run_1/layer_met2.png
Bar = 20 um.
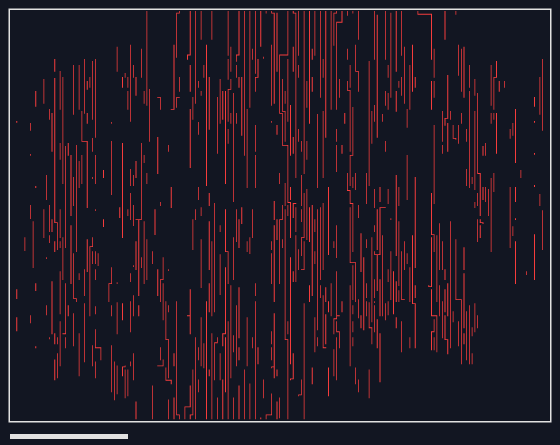
run_1/layer_met1.png
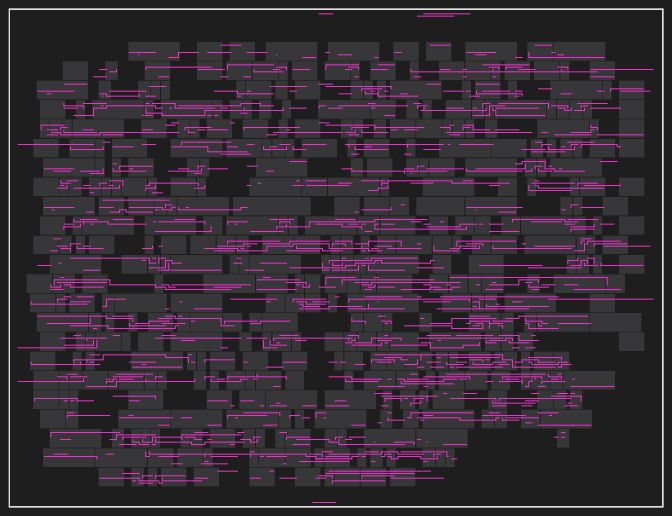
run_1/layer_met3.png
Bar = 20 um.
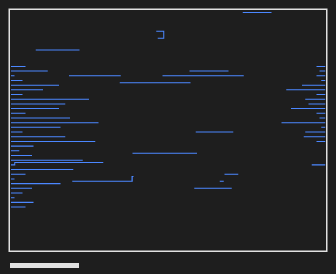
run_1/metal_density.png
Bar = 20 um. 18 x 14 tiles, from dark purple (low) to yellow (high), scaled to the fullest tile. Values are wire area over tile area, all layers added.
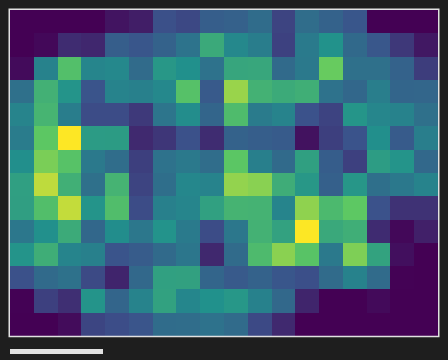
==> config.mk <==
export PLATFORM = sky130hd
export DESIGN_NAME = mem_access_stage
export DESIGN_NICKNAME = d
export VERILOG_FILES = /design/src/rtl/mem_access_stage.sv
export SDC_FILE = /design/constraint.sdc
export NUM_CORES = 1
export LEC_CHECK = 0
export CAP_MARGIN = 20
export CORE_ASPECT_RATIO = 0.75
export CORE_MARGIN = 2
export CORE_UTILIZATION = 42
export DETAILED_ROUTE_END_ITERATION = 8
export PLACE_DENSITY = 0.8
export SLEW_MARGIN = 10
export SYNTH_ARGS = -nofsm -noshare
export SYNTH_HDL_FRONTEND = slang
export SYNTH_SLANG_ARGS = --single-unit
==> constraint.sdc <==
create_clock -name CLK -period 2.5 [get_ports CLK]
set_clock_uncertainty 0.2 [all_clocks]
set_input_delay 0.75 -clock CLK [delete_from_list [all_inputs] [get_ports CLK]]
set_output_delay 0.75 -clock CLK [all_outputs]
set_load 0.05 [all_outputs]
==> src/rtl/mem_access_stage.sv <==
// -----------------------------------------------------------------------------
// mem_access_stage
//
// Memory-access pipeline stage. A one-cycle start pulse launches a single
// load or store on a simple req/ack memory port. The stage then waits up to
// TIMEOUT cycles for the acknowledge and finishes with a one-cycle done pulse.
//
// Parameters
//   TIMEOUT       maximum ACCESS cycles spent waiting for mem_ack (1..255)
//
// Ports
//   CLK           clock; every state update happens on its rising edge
//   reset         synchronous, active-high reset
//   start         one-cycle request to begin an operation (only seen in IDLE)
//   MemRead       selects a load; sampled together with start
//   MemWrite      selects a store; sampled together with start
//   ALUoutputVal  byte address, passed through unmodified
//   reggieOut     store data
//   mem_rdata     memory read data, valid while mem_ack=1
//   mem_ack       memory completion handshake (only seen in ACCESS)
//   mem_addr      latched address
//   mem_wdata     latched store data
//   mem_req       high for every ACCESS cycle
//   mem_we        high together with mem_req when a store is in progress
//   MDRout        memory data register, holds the result of the last load
//   busy          high whenever the stage is not idle
//   done          one-cycle completion pulse
//   err           sticky error flag (illegal request or timeout)
// -----------------------------------------------------------------------------
module mem_access_stage #(
  parameter int TIMEOUT = 15
) (
  input  logic        CLK,
  input  logic        reset,
  input  logic        start,
  input  logic        MemRead,
  input  logic        MemWrite,
  input  logic [15:0] ALUoutputVal,
  input  logic [15:0] reggieOut,
  input  logic [15:0] mem_rdata,
  input  logic        mem_ack,
  output logic [15:0] mem_addr,
  output logic [15:0] mem_wdata,
  output logic        mem_req,
  output logic        mem_we,
  output logic [15:0] MDRout,
  output logic        busy,
  output logic        done,
  output logic        err
);

  typedef enum logic [1:0] {
    IDLE   = 2'd0,
    ACCESS = 2'd1,
    DONE   = 2'd2
  } state_e;

  localparam logic [7:0] TIMEOUT_C = 8'(TIMEOUT);

  state_e      state_q, state_d;
  logic [15:0] addr_q, addr_d;
  logic [15:0] wdata_q, wdata_d;
  logic [15:0] mdr_q, mdr_d;
  logic        we_q, we_d;
  logic        err_q, err_d;
  logic [7:0]  cnt_q, cnt_d;
  logic [7:0]  cnt_inc;

  // ---------------------------------------------------------------------------
  // State and datapath registers
  // ---------------------------------------------------------------------------
  always_ff @(posedge CLK) begin
    if (reset) begin
      state_q <= IDLE;
      addr_q  <= 16'h0000;
      wdata_q <= 16'h0000;
      mdr_q   <= 16'h0000;
      we_q    <= 1'b0;
      err_q   <= 1'b0;
      cnt_q   <= 8'h00;
    end else begin
      state_q <= state_d;
      addr_q  <= addr_d;
      wdata_q <= wdata_d;
      mdr_q   <= mdr_d;
      we_q    <= we_d;
      err_q   <= err_d;
      cnt_q   <= cnt_d;
    end
  end

  // ---------------------------------------------------------------------------
  // Next-state and datapath update
  // ---------------------------------------------------------------------------
  always_comb begin
    state_d = state_q;
    addr_d  = addr_q;
    wdata_d = wdata_q;
    mdr_d   = mdr_q;
    we_d    = we_q;
    err_d   = err_q;
    cnt_d   = cnt_q;
    cnt_inc = cnt_q + 8'd1;

    case (state_q)
      IDLE: begin
        if (start) begin
          if (MemRead ^ MemWrite) begin
            // Legal request: capture the operands and open a fresh access.
            addr_d  = ALUoutputVal;
            wdata_d = reggieOut;
            we_d    = MemWrite;
            err_d   = 1'b0;
            cnt_d   = 8'h00;
            state_d = ACCESS;
          end else if (MemRead && MemWrite) begin
            // Contradictory request: skip the memory entirely, report it.
            err_d   = 1'b1;
            state_d = DONE;
          end
          // Neither strobe set: the request is dropped and we stay idle.
        end
      end

      ACCESS: begin
        // Acknowledge is checked first so an ack arriving on the very cycle
        // the counter would expire still completes successfully.
        if (mem_ack) begin
          if (!we_q) begin
            mdr_d = mem_rdata;
          end
          state_d = DONE;
        end else begin
          cnt_d = cnt_inc;
          if (cnt_inc == TIMEOUT_C) begin
            err_d   = 1'b1;
            state_d = DONE;
          end
        end
      end

      DONE: begin
        state_d = IDLE;
      end

      default: begin
        state_d = IDLE;
      end
    endcase
  end

  // ---------------------------------------------------------------------------
  // Outputs: registers or pure decodes of the current state
  // ---------------------------------------------------------------------------
  assign mem_addr  = addr_q;
  assign mem_wdata = wdata_q;
  assign MDRout    = mdr_q;
  assign err       = err_q;
  assign mem_req   = (state_q == ACCESS);
  assign mem_we    = (state_q == ACCESS) && we_q;
  assign busy      = (state_q != IDLE);
  assign done      = (state_q == DONE);

endmodule

==> qor.txt, run 1 <==
post-synth top area cell: dfxtp_1
H-tree levels: 3
Post-synth EDFFs: 0
Max Slew Vio Count: 0
WP data required: 1.55 ns
Top FF cell, synth: dfxtp_1
yosys stat area: 2420 um2
Final Setup Violations: 0
Detailed Routing Iterations Pass 1: 4
most frequent cells in the layout: 103 x nand2_1, 100 x clkdlybuf4s50_1, 60 x dfxtp_1, 58 x a21oi_1, 21 x buf_4
Crit. End Element: output port
hold path cells: 2
Syn Inst Count: 306
Slowest-stage cell, CP: clkdlybuf4s50_1
Ant. Diodes: 0
Core Area: 5439 um2
Avg Cell Area, Syn: 7.908 um2
status: complete, no violations
number of logged tool warnings: 27
Post-DRT Antenna Nets: 0
hold slack: 0.2546 ns
Non-clock buffering overhead: 31.84%
HPWL Detailed: 4.745 mm
PortBufs: 106
CTS Root Cell: clkbuf_8
PwrDens: 624.2 nW/um2
logic share of the area: 28.96%
Synth Register Bits: 60
Cell area leaders: dfxtp_1 50%, nand2_1 16%, a21oi_1 12%
Logic cell area: 1106 um2
CTS tree: yes
clock share of power: 34.4%
Critical Path AT: 1.50 ns
Logic inverters: 5
cycle use final: 98.07%
count leader, synth: nand2_1
most frequent logic cell in the layout: nand2_1
first-pass GRT wire length: 10.91 mm
TNS Setup: 0 ns
Flop pwr share: 43.2%
R2R cell count: 6
Cell Type Count: 37
About layer_met2.png:
longest straight run: 27.9 um
main direction: vertical
M2 GR Usage: 35.95%
DR vias: 2421
DRT Wirelength: 6.454 mm

About layer_met1.png:
main direction: horizontal
wire length on this layer: 2780 um
longest straight run: 26.2 um
nets with wire on the layer: 421

About layer_met3.png:
main direction: horizontal
wire length on this layer: 553 um
GRT met3 Usage: 10.11%

About metal_density.png:
nearly empty tiles: 9.5%
fullest tile: 0.44
mean over tiles: 0.16
tiles over half the peak: 26%

## run 1: kinds of logic (layout without fill, tap and decap cells)
| logic type | Yosys count | count (layout) | share of synthesized area (%) |
|---|---|---|---|
| xor+xnor | 2 | 2 | 0.7240 |
| buf+inv | 24 | 146 | 4.860 |
| compound gates | 77 | 77 | 16.91 |
| simple gates | 140 | 140 | 26.32 |
| fa+ha+maj | 3 | 3 | 1.551 |
| flops | 60 | 60 | 49.64 |
## run 1: state kept, by name, indices dropped and copies added, names as in the netlist
name	flops
mem_wdata	16
err	1
MDRout	16
cnt_q	8
state_q	2
we_q	1
mem_addr	16
## run 1: final timing paths
check	end	startpoint	slack, ns
max	mem_wdata[6]	mem_wdata[6]	0.05
min	MDRout[5]	MDRout[5]	0.25
max reg2reg	err	cnt_q[0]	0.46
min reg2reg	MDRout[5]	MDRout[5]	0.25
## run 1: through the flow
stage	setup WS, ns	cell area, um2	util [%]
after floorplan	0.2497	2420	-
after global placement	-0.1010	3628	66.71
after global routing	0.004803	3820	70.23
after detailed placement	-0.1867	3628	66.71
final	0.04826	3820	70.23
after CTS	0.02337	3812	70.09
## run 1: routing by layer
layer	track usage [%]	routed length [um]	vias up	part of all wire (%)
li1	-	-	1248	-
met1	24.27	2781	1097	43
met2	35.95	3101	74	48
met3	10.11	552	2	8.6
met4	3.535	18	0	0.28
met5	0	0	-	0
## run 1: worst min-delay path, delay by kind of cell, from the launching register on
| family | cells | cell delay (ns) |
|---|---|---|
| flops | 1 | 0.31 |
| simple gates | 1 | 0.05 |
| compound gates | 1 | 0.05 |
## run 1: power groups by stage
stage	Sequential, uW	Clock (uW)	Combinational, uW
2_1_floorplan	1190	0	158
3_3_place_gp	1050	0	527
3_5_place_dp	1050	0	533
4_1_cts	1030	840	536
5_1_grt	1040	890	568
6_report	1030	821	533
run_1/clocks.png
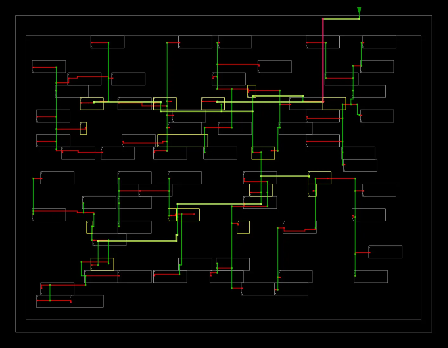

==> run 1 -> run 2 <==
Settings changed: PLACE_DENSITY 0.8 to 0.89.
run_2/clocks.png
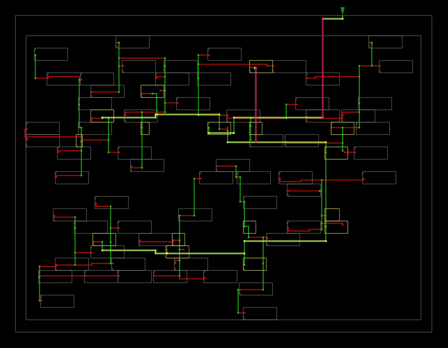
cts bufs inserted: 9
Layout clock buffers: 11
flop count: 60
clock-net power: 779 uW
CTS Sinks: 60

run_2/metal_density.png
Bar = 20 um. 18 x 14 tiles, from dark purple (low) to yellow (high), scaled to the fullest tile. Values are wire area over tile area, all layers added.
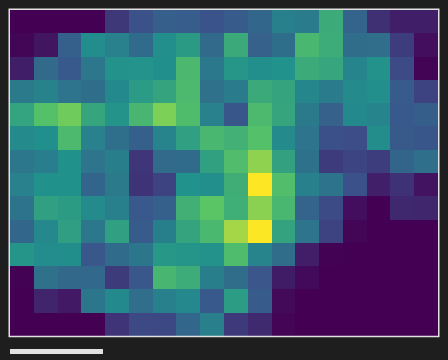
mean over tiles: 0.17
emptiest ninth of the die: lower right
fullest tile: 0.50
densest ninth of the die: centre
tiles over half the peak: 25%
nearly empty tiles: 16%
routed len/inst: 13.95 um
GRT Resource Usage Total: 22.59%
DRT Wirelength: 6.949 mm
DR vias: 2455

==> qor.txt, run 2 <==
status: complete, no violations
Core Area: 5439 um2 (unchanged)
CP startpoint: mem_wdata[9]
number of logged tool warnings: 27 (unchanged)
met2 routed WL: 3.538 mm (+14%)
WL met3: 458 um (-17%)
most frequent logic cell in the layout: nand2_1
H-tree levels: 3 (unchanged)
Avg Cell Area, Syn: 7.908 um2 (unchanged)
Post-DRT Antenna Nets: 0 (unchanged)
post-synth top area cell: dfxtp_1
Synth Register Bits: 60 (unchanged)
global route hottest layer: met2
M2 GR Usage: 40.52% (+4.6 points)
Syn Inst Count: 306 (unchanged)
GRT met3 Usage: 8.261% (-1.8 points)
cell leakage power: 0.001505 uW
hold slack: 0.2533 ns (-0.001293 ns)
Ant. Diodes: 0 (unchanged)
placed instance area: 3628 um2 (unchanged)
reg2reg start: cnt_q[0]
CTS tree: yes
Crit. End Element: output port
Detailed Routing Iterations Pass 1: 4 (unchanged)
Top FF cell, synth: dfxtp_1
Cell area leaders: dfxtp_1 50%, nand2_1 16%, a21oi_1 12%
PwrDens: 614.2 nW/um2 (-1.6%)
HPWL Detailed: 5.121 mm (+7.9%)
most frequent cells in the layout: 103 x nand2_1, 93 x clkdlybuf4s50_1, 60 x dfxtp_1, 58 x a21oi_1, 13 x buf_4
synthesis-to-layout area growth: 58.12%
count leader, synth: nand2_1
CTS Root Cell: clkbuf_8
Final Setup Violations: 0 (unchanged)
PortBufs: 106 (unchanged)
Post-synth EDFFs: 0 (unchanged)
WP data required: 1.55 ns (about the same)
cycle use final: 98.20% (+0.13 points)
WL met1: 2.891 mm (+4.0%)
TNS Setup: 0 ns (unchanged)
Critical Path AT: 1.50 ns (about the same)
highest routed layer: met4
first-pass GRT wire length: 11.52 mm (+5.6%)
Slowest-stage cell, CP: clkdlybuf4s50_1
Max Slew Vio Count: 0 (unchanged)
Final Cell Area: 3826 um2 (+0.16%)
## run 2: cell type report
type                       count  area (um2)  area share [%]
clock inverter                 5       36.28          0.9483
inverter                       5       18.77          0.4905
multi-input combinational    222        1101           28.78
tap                           75       93.84           2.453
sequential                    60        1201           31.39
clock buffer                  11       141.4           3.695
timing repair buffer         120        1234           32.24
## run 2: metrics by stage
| step | cells | worst slack (ns) | util, % | total power [uW] |
|---|---|---|---|---|
| after floorplan | 306 | 0.2497 | - | 1351 |
| after global routing | 498 | 0.0004975 | 70.35 | 2454 |
| after detailed placement | 482 | -0.1621 | 66.71 | 1591 |
| final | 498 | 0.04508 | 70.35 | 2350 |
| after CTS | 498 | 0.02282 | 69.98 | 2368 |
| after global placement | 482 | -0.07816 | 66.71 | 1579 |
## run 2: cells by family (layout without fill, tap and decap cells)
group                    after synthesis  after routing  synth area share, %
AND/OR/NAND/NOR                      140            140                26.32
AND-OR/OR-AND                         77             77                16.91
flip-flops                            60             60                49.64
buffers and inverters                 24            141                4.860
adder cells (fa/ha/maj)                3              3                1.551
XOR/XNOR                               2              2               0.7240
## run 2: where the power goes
part	total (uW)	leakage, uW	switching (uW)	internal [uW]
sequential	1030	0.000488	28.8	1000
combinational	540	0.000935	316	224
clock	779	0.0000820	391	388
## run 2: path summary, 6_finish.rpt
check / endpoint / slack (ns) / cells after the start
setup / recovery: mem_wdata[9] / 0.05 / 1
hold / removal: mem_wdata[7] / 0.25 / 2
setup reg to reg: err / 0.54 / 6
hold reg to reg: mem_wdata[7] / 0.25 / 2
## run 2: tightest hold or removal path, stage by stage, from the launching register on
cell     delay, ns
dfxtp_1       0.31
nand2_1       0.05
a21oi_1       0.05
run_2/layer_met1.png
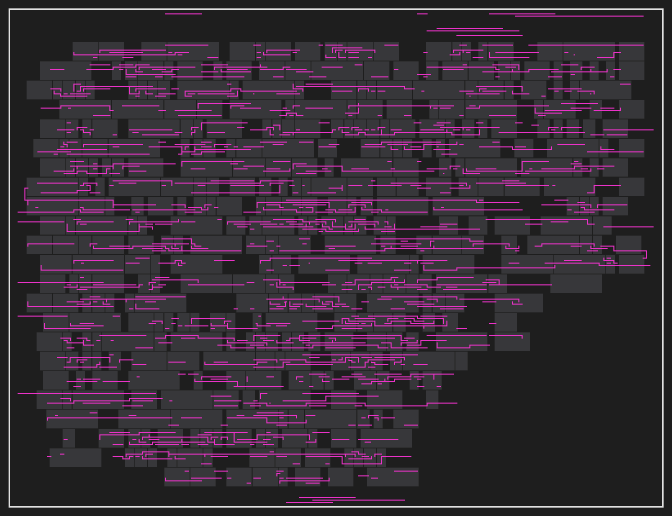

==> run 2 -> run 3 <==
Settings changed: CELL_PAD_IN_SITES_DETAIL_PLACEMENT from default to 0, CELL_PAD_IN_SITES_GLOBAL_PLACEMENT from default to 1, CORE_UTILIZATION 42 to 29, PLACE_DENSITY 0.89 to 0.88, SLEW_MARGIN 10 to default.
run_3/layer_met1.png
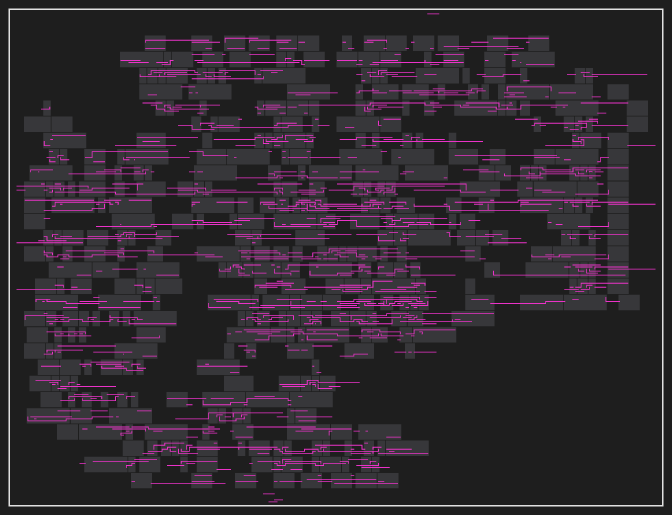
main direction: horizontal
wire length on this layer: 2940 um
longest straight run: 22.1 um
share of all routed wire: 43%
nets with wire on the layer: 421
DRT Wirelength: 6.827 mm
DR vias: 2461
grt met1 use: 19.12%

run_3/layer_met3.png
Bar = 20 um.
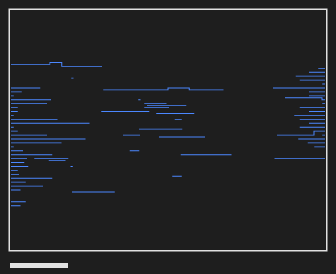
nets with wire on the layer: 62
wire length on this layer: 622 um
GRT met3 Usage: 6.593%

==> qor.txt, run 3 <==
GRT Resource Usage Total: 15.62% (-7.0 points)
Detailed Routing Iterations Pass 1: 4 (unchanged)
count leader, synth: nand2_1
HPWL Detailed: 4.958 mm (-3.2%)
Cell area leaders: dfxtp_1 50%, nand2_1 16%, a21oi_1 12%
CTS tree: yes
H-tree levels: 3 (unchanged)
post-synth top area cell: dfxtp_1
highest routed layer: met4
cell leakage power: 0.001492 uW (-0.87%)
cts bufs inserted: 9 (unchanged)
number of logged tool warnings: 27 (unchanged)
Syn Inst Count: 306 (unchanged)
most frequent cells in the layout: 103 x nand2_1, 93 x clkdlybuf4s50_1, 60 x dfxtp_1, 58 x a21oi_1, 23 x buf_4
Core Area: 7988 um2 (+47%)
WL met3: 621 um (+36%)
placed instance area: 3661 um2 (+0.90%)
routed len/inst: 12.81 um (-8.2%)
Slowest-stage cell, CP: clkdlybuf4s50_1
CTS Root Cell: clkbuf_8
status: complete, no violations
synthesis-to-layout area growth: 58.89%
met2 routed WL: 3.173 mm (-10%)
Levels on crit path: 1 (unchanged)
first-pass GRT wire length: 11.16 mm (-3.2%)
R2R cell count: 6 (unchanged)
Crit. End Element: output port
CP startpoint: mem_wdata[15]
reg2reg start: cnt_q[0]
Max Slew Vio Count: 0 (unchanged)
Synth Register Bits: 60 (unchanged)
global route hottest layer: met2
hold path cells: 2 (unchanged)
Ant. Diodes: 0 (unchanged)
Final Cell Area: 3845 um2 (+0.49%)
Post-synth EDFFs: 0 (unchanged)
cycle use final: 97.74% (-0.45 points)
Post-DRT Antenna Nets: 0 (unchanged)
M2 GR Usage: 24.47% (-16 points)
WP data required: 1.55 ns (about the same)
Avg Cell Area, Syn: 7.908 um2 (unchanged)
hold slack: 0.2537 ns (+0.0004000 ns)
Final Setup Violations: 0 (unchanged)
## run 3: cell families after synthesis
family / after synthesis / share of synthesized area [%]
AOI/OAI and AO/OA: 77 / 16.91
xor gates and xnor gates: 2 / 0.7240
adders and majority gates: 3 / 1.551
buffers and inverters: 24 / 4.860
DFF: 60 / 49.64
and+or+nand+nor: 140 / 26.32
## run 3: layout make-up
| class | instances | area [um2] | area share, % |
|---|---|---|---|
| Sequential cell | 60 | 1201 | 31.24 |
| Multi-Input combinational cell | 222 | 1101 | 28.64 |
| Clock inverter | 5 | 27.53 | 0.7159 |
| Timing Repair Buffer | 125 | 1224 | 31.83 |
| Inverter | 5 | 18.77 | 0.4881 |
| Tap cell | 105 | 131.4 | 3.417 |
| Clock buffer | 11 | 141.4 | 3.677 |
## run 3: per-stage QoR
| step | total power (uW) | worst slack [ns] | instances | utilization [%] |
|---|---|---|---|---|
| floorplan | 1351 | 0.2497 | 306 | - |
| global placement | 1584 | -0.07960 | 517 | 45.83 |
| detailed placement | 1591 | -0.1529 | 517 | 45.83 |
| CTS | 2365 | 0.02532 | 533 | 47.95 |
| global route | 2448 | 0.001571 | 533 | 48.14 |
| finish | 2329 | 0.05640 | 533 | 48.14 |
## run 3: power by group
group / internal, uW / switching, uW
clock network: 379 / 383
logic: 221 / 314
registers: 1000 / 28.5
total: 1600 / 726
## run 3: path summary, 6_finish.rpt
check | endpoint | slack [ns]
worst min-delay path | mem_addr[5] | 0.25
worst max-delay path | mem_wdata[15] | 0.06
worst min register to register | mem_addr[5] | 0.25
worst max register to register | err | 0.49
No activity file was given, so power comes from the tool's default toggle rates.
